Congestion heat map:
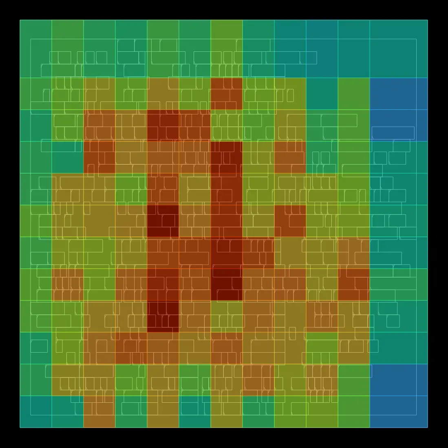
Register map, names as in the netlist:
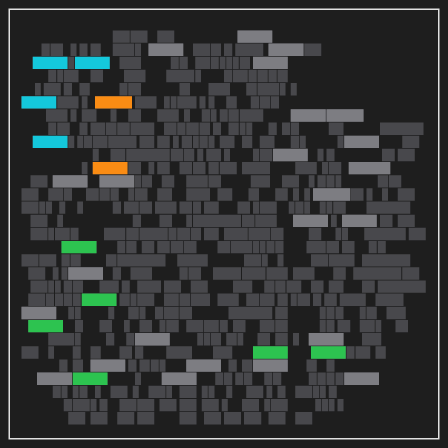
Signal wires on met2:
Cells faint in the background.
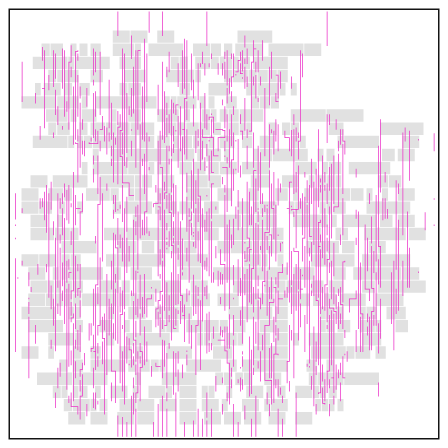
The metal 1 layer:
Supply wires on this layer in gray. Cells faint in the background.
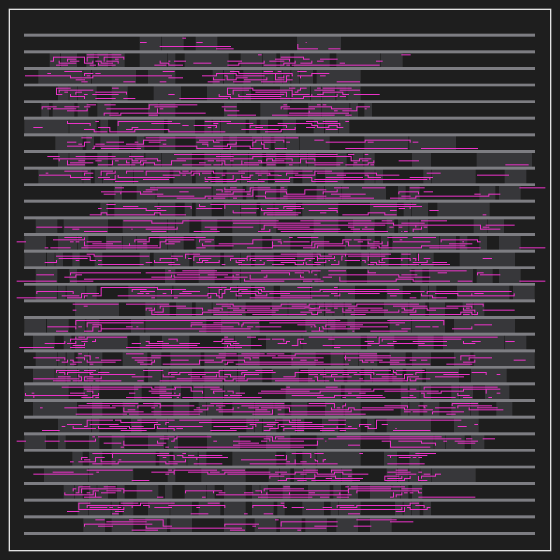
Wires at chosen ports, followed through buffers:
Bar = 20 um.
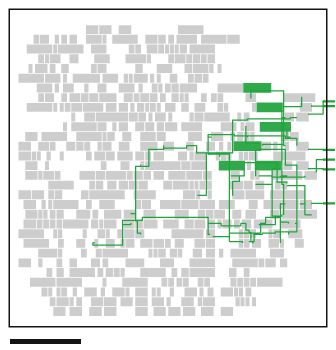
Design elevator_scheduler, sky130hd; sources not shown.
==> flow_summary.ini <==
; yosys + openroad results
[yosys]
yosysWarnings = 0
ys_cells = 409
fp_nets = 449
ys_chip_area_mm2 = 0.00321
edf_count = 0
synth_seq_share_pct = 22.5
synthCells = 409
syn-mean-instance-area_um2 = 7.85
synth_cell_types = 81
yosysTopAreaCell = dfxtp_1
postSynth.asyncResetShare_pct = 0
yosysMostFrequentCell = nor2_1
ys_top_cells_by_count = nor2_1, a21oi_1, dfxtp_1

[detailed_routing]
drt_iter0_drc = 343
dr.pass1.iters = 5
remaining_drc_errors = 0
ant_nets = 0
wl_met3_um = 749
vias_per_cell = 6.01
topRoutingLayerUsed = met4
wl_met2_um = 4560

[floorplanning]
die_h_um = 88.5
dieWidth_um = 88.5
tap_cells = 96
fp-row-count = 30
core_util_floorplan_pct = 47.0
coreArea_mm2 = 0.00683

[final_layout]
seqCellArea_um2 = 728
final_common_cell = nor2_1
nonClkBufAreaFrac_pct = 17.4
clock_area_share_pct = 2.21
num-fill-cells = 649
seq-cell-share_pct = 17.9
lay_top_cells = nor2_1, a21oi_1, clkdlybuf4s50_1
sh_comb_area_pct = 57.2
logic_gates = 323
num_antenna_cells = 0
fin_nets = 508
inverters_excl_clock = 24
largest_class = multi-input combinational cells
drive_gt1_share_pct = 19.6
syn_to_final_growth_pct = 26.8
n_all_buffers = 78
final_cells = 565

[global_routing]
grt.busiest_layer = met2
grt_pass1_vias = 3124
grt_pass1_wl_um = 15800
gr-total-overflow = 0
grt_util_met3_pct = 5.04
grt_max_degree = 29
grt_usage_pct = 26.2

[clock_network]
root_buffer = clkbuf_8
cts-resized-gates = 3
cts_hold_buf = 0
cts_tree = done
clock_sinks = 36
path_clk_slew_ns = 0.08
post-cts-setup-buffers = 0

[final_timing]
setup_ws_ns = 0.196
max_freq_mhz = 259
max_slew_margin_pct = 30.1
hold_viol_final = 0
period_used_pct = 95.2
rsz0062_at_grt = yes
period_minus_slack_ns = 3.86

[critical_path]
crit_fanout = 8
crit_path_end_kind = register
crit_type = reg -> reg
regToRegSetupSlack_ns = 0.20
slowest_delay_ns = 0.36
cp-start-kind = register
critPathRequiredTime_ns = 4.04
crit_slowest_cell = dfxtp_2
path_cells = inv_4 > ha_4 > buf_6 > nor3_4 > o2bb2ai_4 > a2111oi_4 > inv_1 > ha_1 > o31a_1 > a2111oi_4 > o41ai_2 > a211o_4 > o2bb2ai_4 > buf_4 > a21oi_4 > nor3_4 > buf_6 > a31oi_1
reg2regPathDepth = 18

[pwr]
comb_power_mw = 1.27
vdd_drop_max_uv = 277
power.share.clock_pct = 14.0
power_leader = combinational logic
pwr-share-seq_pct = 21.6
power.density_mw_per_mm2 = 484
cellLeakagePower_nw = 1.52
p_clk_uw = 275

[placed_design]
gp_congestion = 0.979
dp.cells = 552
dp_hpwl_um = 7410

[flow_run]
maxCapViolCount = 0
warning_count = 36

[min_path]
hold_depth = 2

[run_status]
status = finished, final reports clean
About 'congestion heat map':
wire per inst: 18.2 um
grt met1 use: 38.6%

About 'register map, names as in the netlist':
legend:
  trav_q:
    color: cyan
    flops: 4
    where: north-west
  pend_up:
    color: green
    flops: 6
  state_q:
    color: orange
    flops: 2
not colored: 24
Seq group: 426 uW
final design utilization: 59.6%

About 'signal wires on met2':
wire length on this layer: 4560 um
share of all routed wire: 44%
met2 usage: 39.6%
vias: 3398
final WL: 10300 um

About 'the metal 1 layer':
wire length on this layer: 4820 um
main direction: horizontal
nets with wire on the layer: 466
longest straight run: 43.2 um

About 'wires at chosen ports, followed through buffers':
legend:
  current_floor:
    color: green
    bits: 6
    direction: output
    end_cells: 6
    buffers: 8
    wire: 541 um
IO Count: 48
count of input and output buffers: 45

[cell families after synthesis]
kind of cell,Yosys count,synth area share [%]
compound gates,154,34.3
simple gates,143,23.7
buf+inv,50,9.90
flops,36,22.5
fa+ha+maj,19,7.41
mux,5,1.64
xor+xnor,2,0.546
[critical path, delay by kind of cell (launching register included)]
family / cells / cell delay [ns]
AND-OR/OR-AND: 9 / 1.67
adder cells (fa/ha/maj): 2 / 0.47
buffers and inverters: 5 / 0.60
AND/OR/NAND/NOR: 2 / 0.42
flip-flops: 1 / 0.36
[stage by stage]
step                      total power [mW]  util (%)  TNS, ns  cell area [um^2]
final                                 1.97      59.6        0              4070
after global routing                  2.08      59.6        0              4070
after CTS                             1.81      57.3        0              3910
after detailed placement              1.53      55.8  -0.0394              3810
after global placement                1.51      55.7        0              3810
after floorplan                       1.22         -        0              3250
Power and IR drop assume default switching activity.
